==> config.mk <==
export PLATFORM = sky130hd
export DESIGN_NAME = bnnroll_sample_sequencer
export DESIGN_NICKNAME = d
export VERILOG_FILES = /design/src/rtl/bnnroll_sample_sequencer.sv
export SDC_FILE = /design/constraint.sdc
export NUM_CORES = 1
export LEC_CHECK = 0
export CAP_MARGIN = 10
export CELL_PAD_IN_SITES_DETAIL_PLACEMENT = 2
export CELL_PAD_IN_SITES_GLOBAL_PLACEMENT = 2
export CORE_UTILIZATION = 36
export DETAILED_ROUTE_END_ITERATION = 10
export DONT_BUFFER_PORTS = 1
export GPL_TIMING_DRIVEN = 0
export PLACE_DENSITY = 0.78
export RECOVER_POWER = 25
export SKIP_CTS_REPAIR_TIMING = 1
export SLEW_MARGIN = 20
export SYNTH_ARGS = -nofsm -noshare
export SYNTH_HDL_FRONTEND = slang
export SYNTH_SLANG_ARGS = --single-unit
==> constraint.sdc <==
create_clock -name clk -period 2.16 [get_ports clk]
set_input_delay 0.216 -clock clk [delete_from_list [all_inputs] [get_ports clk]]
set_output_delay 0.216 -clock clk [all_outputs]
set_load 0.02 [all_outputs]
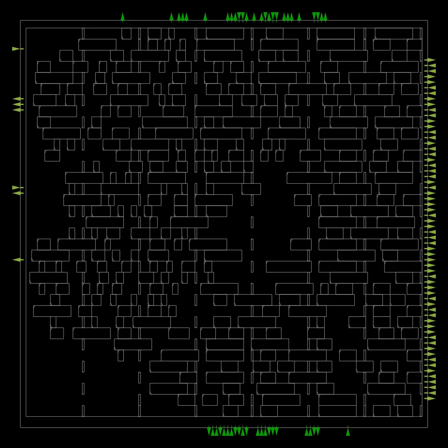
Run 1: placement view
Placement Rows: 35
tapcell count: 129
fraction of area in registers: 48.5%

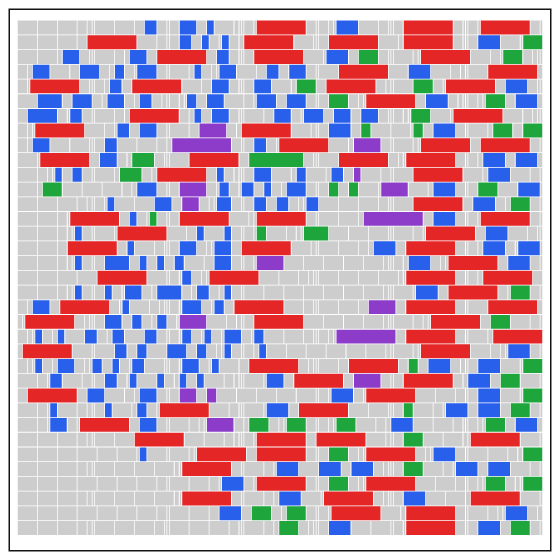
Run 1: cell classes on the final placement
Fill, decap, tap and diode cells in grey.
class	colour	cells	share of their area
combinational and other logic	blue	170	33%
flops	red	82	50%
clock drivers and dummy loads	purple	16	5.9%
other buffers and delay cells	green	46	11%
final core utilization: 45.8%
Final Instance Area: 4230 um^2
Placeable Area: 9240 um^2

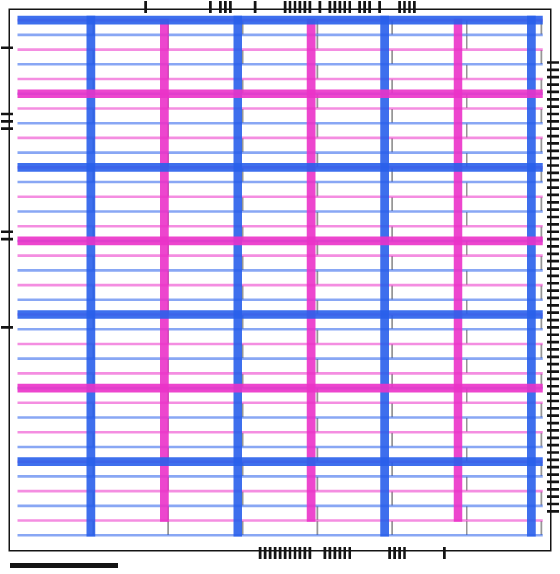
Run 1: PDN straps and rails
The bar under the picture is 20 um long. Pins as bars on the die edge. Tap cells in grey.
net	colour
VDD	magenta
VSS	blue
tap cells	129
met4 straps	7
rows	35
Die Width: 99.8 um
die y size: 99.8 um
IR drop worst, VDD: 0.000382 V

==> flow_metrics.py, run 1 <==
# Generated from Yosys and OpenROAD reports
metrics = {
    "run_status": {
        "status": "finished clean",
    },
    "critical_path": {
        "timing.setup.critical_path_class": "reg2reg",
        "ff2ff_path_depth": 5,
        "critical_path.startpoint_type": "flip-flop",
        "cpMaxStageDelayCell": "nor3_2",
        "crit_top_cell": "buf_2",
        "setup.worst_path.end_class": "flip-flop",
        "crit_buf_inv": 2,
        "crit_path_max_fanout": 10,
        "cp_data_arrival_time_ns": 2.32,
        "crit_required_ns": 2.39,
        "timing.critical_path.cells": "nor3_2 > and2_1 > buf_2 > buf_2 > mux2_1",
        "critical_path.top_delay_family": "simple AND/OR/NAND/NOR gates",
        "worst-path-stages": 5,
        "reg2reg_setup_slack_ns": 0.07,
    },
    "job": {
        "max_cap_viol_count": 0,
        "stage_log_warnings": 27,
    },
    "clocking": {
        "cts_tree": "done",
        "tritoncts.num_buffers": 9,
        "htree_levels": 3,
        "root_buffer": "clkbuf_8",
        "worst_setup_hold_path_clk_slew_ns": 0.09,
        "clock_sink_count": 82,
        "clk-insertion-delay-late_ns": 0.35,
    },
    "sta": {
        "worst_hold_slack_ns": 0.00147,
        "layout_min_cycle_time_ns": 2.09,
        "timing_worst_slew_pin_value_ns": 0.981,
        "clock_skew_ns": 0.0158,
        "fin_crit_sh_pct": 96.9,
        "fmaxAchievable_mhz": 478,
        "timing.slew.headroom_pct": 34.6,
        "tns_ns": 0,
        "slew_viol_final": 0,
        "setup_viol": 0,
        "final_hold_violations": 0,
    },
    "layout": {
        "flip_flop_count_of_the_largest_register_after_layout": 44,
        "layout_top_cell": "dfrtp_1",
        "design.final.nets": 363,
        "fillers": 926,
        "drive_gt1_share_pct": 11.8,
        "layout-area-overhead-vs-synth_pct": 22.9,
        "antenna-diode-count": 0,
    },
    "worst_hold_path": {
        "worstHoldPathCells": 1,
        "worstHoldPathType": "in2reg",
    },
    "drt": {
        "post_drt_via_cell_ratio": 5.00,
        "drt_pass1_iterations": 4,
        "detail-route-antenna-nets": 0,
        "count_of_vias_placed_by_the_detailed_router": 2214,
        "route.detailed.drc": 0,
        "wl_per_cell_um": 19.2,
        "drtIter0Drc": 48,
        "finalWirelength_um": 8490,
    },
    "synthesis": {
        "yosysUniqueCellTypes": 29,
        "postSynthSeqShare_pct": 59.6,
        "mappedNetlistNets": 316,
        "chip_area_yosys_um2": 3440,
        "synthesis.instances": 262,
        "synth_stat.cells": 262,
        "netlist_area_um2": 3440,
        "synth_largest_type_area_fraction_pct": 59.6,
        "synth_top_cell_by_area": "dfrtp_1",
        "synthTopCellsByArea": "dfrtp_1 (60%), mux2_1 (15%), xnor2_1 (5.3%), nor2_1 (2.6%), nand3_2 (2.0%)",
        "synth-warning-count": 0,
        "postSynthAreaPerCell_um2": 13.1,
        "ys_seq_elements": 82,
    },
    "global_route": {
        "number_of_global_route_vias_before_repair": 2310,
        "global_route_usage_over_all_layers_pct": 16.0,
        "grt_max_degree": 33,
        "antenna_found_initial": 0,
        "wire_length_of_the_first_global_routing_pass_um": 12100,
    },
    "place": {
        "placement.io_buffers": 0,
        "dpl.hpwl_um": 5560,
        "routability_congestion_estimate": 0.724,
    },
    "power_and_ir_drop": {
        "design_internal_power_mw": 2.42,
        "power_switching_share_pct": 22.9,
        "share_clk_of_total_power_pct": 42.9,
        "netSwitchingPower_mw": 0.717,
        "combinationalPowerShare_pct": 4.1,
        "pwr-share-seq_pct": 53.0,
        "p_leak_nw": 1.97,
    },
    "floorplanning": {
        "die_area_um2": 9960,
        "pin_count": 117,
        "floorplan.initialDensity_pct": 37.3,
    },
}
-- run 1: metrics by stage --
step	power, mW	setup WS (ns)	cell area (um^2)	cells
3_3_place_gp	1.76	-0.127	3610	391
4_1_cts	3.14	-0.189	3920	410
2_1_floorplan	1.74	0.156	3450	262
3_5_place_dp	1.78	-0.185	3680	394
6_report	3.14	0.0661	4230	443
5_1_grt	3.26	-0.0362	4230	443
-- run 1: logic make-up after synthesis --
group | Yosys count | synth area share (%)
fa+ha+maj | 3 | 1.09
flops | 82 | 59.6
mux | 48 | 15.8
xor+xnor | 29 | 7.38
simple gates | 80 | 13.1
compound gates | 3 | 0.545
buf+inv | 17 | 2.51
-- run 1: routing by layer --
layer / wire [um] / track usage, % / vias up
met5: 0 / 0 / -
met4: 108 / 7.13 / 0
met3: 645 / 4.53 / 9
met2: 4240 / 26.6 / 82
met1: 3500 / 19.4 / 1130
li1: - / - / 993
-- run 1: layout make-up --
class | instances | area [um^2] | share of cell area (%)
Buffer | 9 | 56.3 | 1.33
Clock buffer | 10 | 128 | 3.02
Clock inverter | 6 | 113 | 2.66
Inverter | 7 | 27.5 | 0.650
Multi-Input combinational cell | 163 | 1310 | 30.9
Sequential cell | 82 | 2050 | 48.5
Tap cell | 129 | 161 | 3.81
Timing Repair Buffer | 37 | 385 | 9.10
-- run 1: Yosys cell counts --
cell type   n
and4_1      2
nand3_2     7
xor2_1      8
clkbuf_1    1
mux2_1     47
a31oi_1     1
nand2_2     1
buf_2       6
xnor2_1    21
dfrtp_1    82
nand3_1    12
ha_1        3
mux2_4      1
buf_1       1
inv_1       7
o21a_1      1
nor4_1      4
o21ai_1     1
and2_4      1
buf_6       2
nand4_1     9
nand2_1     6
nor3_1      3
nor2_1     24
and2_1      2
or4b_1      2
and3_1      5
nand2b_1    1
nor4b_1     1
-- run 1: power by group through the flow --
stage | registers, mW | clock network (mW) | logic [mW]
global placement | 1.69 | 0 | 0.0662
detailed placement | 1.69 | 0 | 0.0875
global route | 1.67 | 1.45 | 0.146
finish | 1.66 | 1.35 | 0.128
floorplan | 1.68 | 0 | 0.0556
CTS | 1.66 | 1.39 | 0.0877
Run 1, nets reached from selected ports:
The bar under the picture is 20 um long.
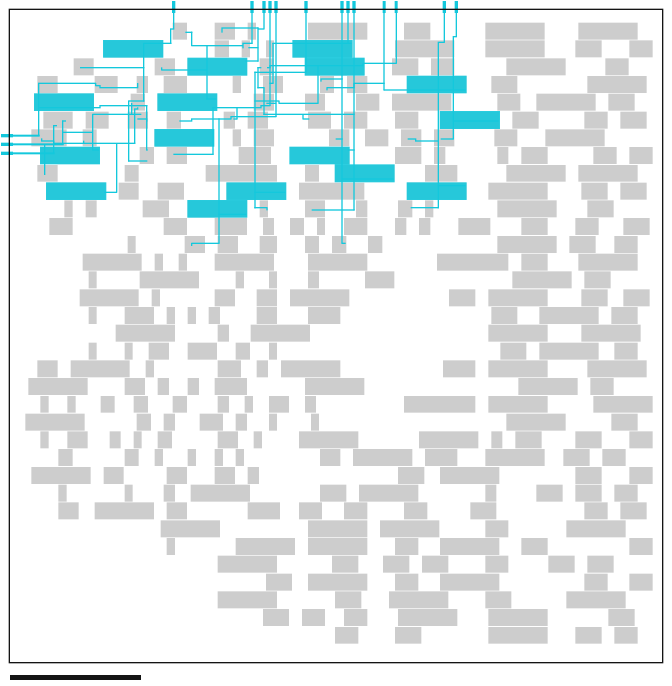

==> run 2: changes to the inputs <==
--- a/config.mk
+++ b/config.mk
@@ -8,6 +8,7 @@
 export CAP_MARGIN = 10
 export CELL_PAD_IN_SITES_DETAIL_PLACEMENT = 2
 export CELL_PAD_IN_SITES_GLOBAL_PLACEMENT = 2
+export CORE_ASPECT_RATIO = 0.5
 export CORE_UTILIZATION = 36
 export DETAILED_ROUTE_END_ITERATION = 10
 export DONT_BUFFER_PORTS = 1
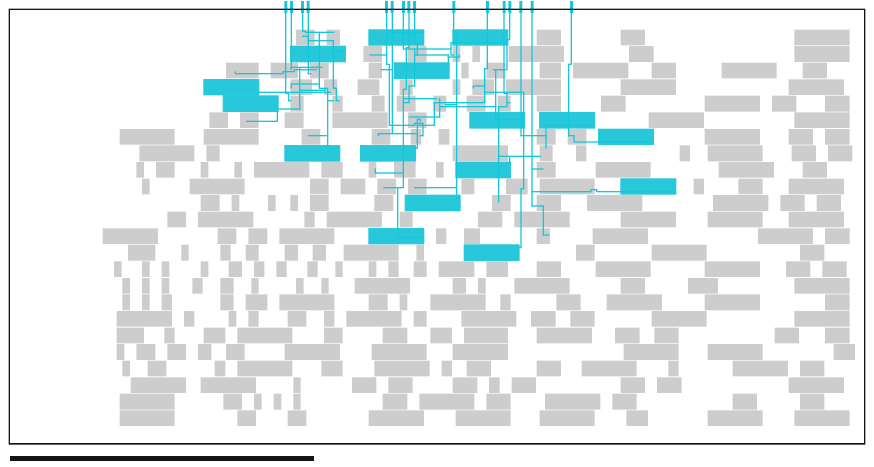
Run 2: nets reached from selected ports
The bar under the picture is 50 um long.
port	colour	direction	edge	end cells	wire
m_index	cyan	output	north	16	657 um
number of input and output port buffers inserted: 0
IO Pins: 117

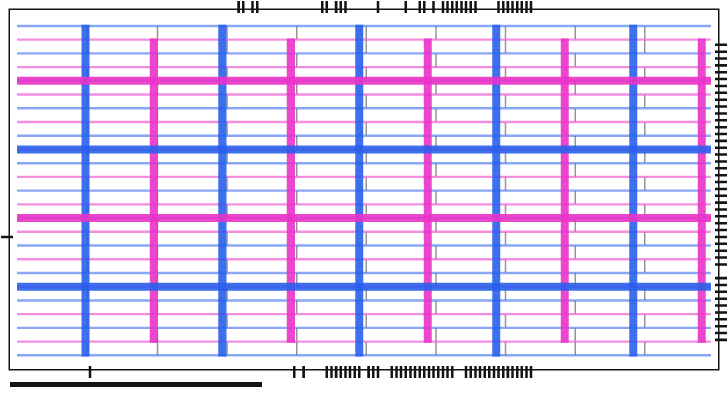
Run 2: PDN straps and rails
The bar under the picture is 50 um long. Pins as bars on the die edge. Tap cells in grey.
net	colour
VSS	blue
VDD	magenta
signal pins	117
rows	24
met1 rails	25
met5 straps	4
Die Width: 140 um
IR drop worst, VDD: 0.000299 V
Placeable Area: 8980 um^2
die y size: 71.2 um

==> flow_metrics.py, run 2 <==
# Generated from Yosys and OpenROAD reports
metrics = {
    "run_status": {
        "status": "finished clean",
    },
    "clocking": {
        "clock_sink_count": 82,
        "cts_tree": "done",
    },
    "critical_path": {
        "setup.worst_path.end_class": "flip-flop",
        "crit_required_ns": 2.38,
        "crit_path_max_fanout": 8,
        "timing.setup.critical_path_class": "reg2reg",
        "cp_data_arrival_time_ns": 2.24,
        "critical_path.startpoint_type": "flip-flop",
    },
    "layout": {
        "drive_gt1_share_pct": 13.3,
        "flip_flop_count_of_the_largest_register_after_layout": 44,
        "fillers": 894,
        "layout-area-overhead-vs-synth_pct": 15.2,
        "finish.utilization_pct": 44.2,
        "final-comb-area_um2": 1320,
    },
    "sta": {
        "setup_viol": 0,
        "finalWorstSetupSlack_ns": 0.142,
        "timing_worst_slew_pin_value_ns": 1.13,
        "worst_hold_slack_ns": 0.00507,
        "fmaxAchievable_mhz": 496,
    },
    "synthesis": {
        "synthArstFlopShare_pct": 100,
        "netlist_area_um2": 3440,
        "synth-warning-count": 0,
        "synthesis.instances": 262,
        "edf_count": 0,
        "synth_largest_type_area_fraction_pct": 59.6,
        "synthTopCellsByCount": "dfrtp_1 (82), mux2_1 (47), nor2_1 (24)",
        "synth_stat.cells": 262,
        "ys_seq_elements": 82,
        "synthFlopType": "dfrtp_1",
        "postSynthAreaPerCell_um2": 13.1,
    },
    "worst_hold_path": {
        "worstHoldPathCells": 1,
        "worstHoldPathType": "in2reg",
    },
    "floorplanning": {
        "num_rows": 24,
        "floorplan.initialDensity_pct": 38.4,
    },
    "place": {
        "routability_congestion_estimate": 0.763,
    },
    "drt": {
        "post_drt_via_cell_ratio": 5.19,
        "drt_pass1_iterations": 2,
        "finalWirelength_um": 8280,
        "wl_per_cell_um": 20.6,
        "count_of_vias_placed_by_the_detailed_router": 2087,
    },
    "global_route": {
        "antenna_found_initial": 0,
        "wire_length_of_the_first_global_routing_pass_um": 13300,
        "number_of_global_route_vias_before_repair": 2473,
    },
    "power_and_ir_drop": {
        "power_mw": 3.22,
        "p_leak_nw": 1.86,
    },
    "job": {
        "max_cap_viol_count": 0,
    },
}
==> run 2: cell types whose count changed in the layout (fill, tap and decap cells not counted), sizes merged <==
cell	delta
inv	+1
dlymetal6s4s	-1
bufinv	-3
clkinv	+2
clkbuf	+1
dlygate4sd3	-29
==> run 2: where the power goes <==
part           internal (mW)  switching, mW  total, mW  leakage (nW)
combinational         0.0356         0.0474     0.0829         0.616
sequential              1.58         0.0876       1.66          1.10
clock                  0.822          0.648       1.47         0.143
total                   2.43          0.782       3.22          1.86
==> run 2: cells by family after synthesis <==
logic type	after synthesis	synth area share, %
AOI/OAI and AO/OA	3	0.545
xor gates and xnor gates	29	7.38
adders and majority gates	3	1.09
buffers and inverters	17	2.51
DFF	82	59.6
muxes	48	15.8
and+or+nand+nor	80	13.1
==> run 2: final cells by class <==
cell class	instances	area share (%)
buffer	10	1.51
clock buffer	10	6.03
clock inverter	6	1.23
inverter	7	0.694
multi-input combinational	163	33.2
sequential	82	51.8
tap	117	3.69
timing repair buffer	7	1.89
==> run 2: worst max-delay path: stages, from the launching register on <==
cell	delay (ns)
dfrtp_1	0.51
and2_1	0.17
clkbuf_1	0.36
nand3_1	0.21
nor2_1	0.32
nand4_1	0.18
xnor2_1	0.16
==> run 2: routing by layer <==
metal	share of wire (%)	global-route usage, %
met2	55	33.9
met4	1.2	6.59
met5	0	0
met1	39	18.6
met3	5.1	5.82
==> run 2: metrics by stage <==
stage               instance area [um^2]  setup TNS, ns  instances
floorplan                           3450              0        262
global route                        3970              0        402
detailed placement                  3640          -6.18        381
finish                              3970              0        402
CTS                                 3930          -7.25        397
global placement                    3590          -2.36        379
Power figures rest on the tool's default switching activity, not on a simulated workload.
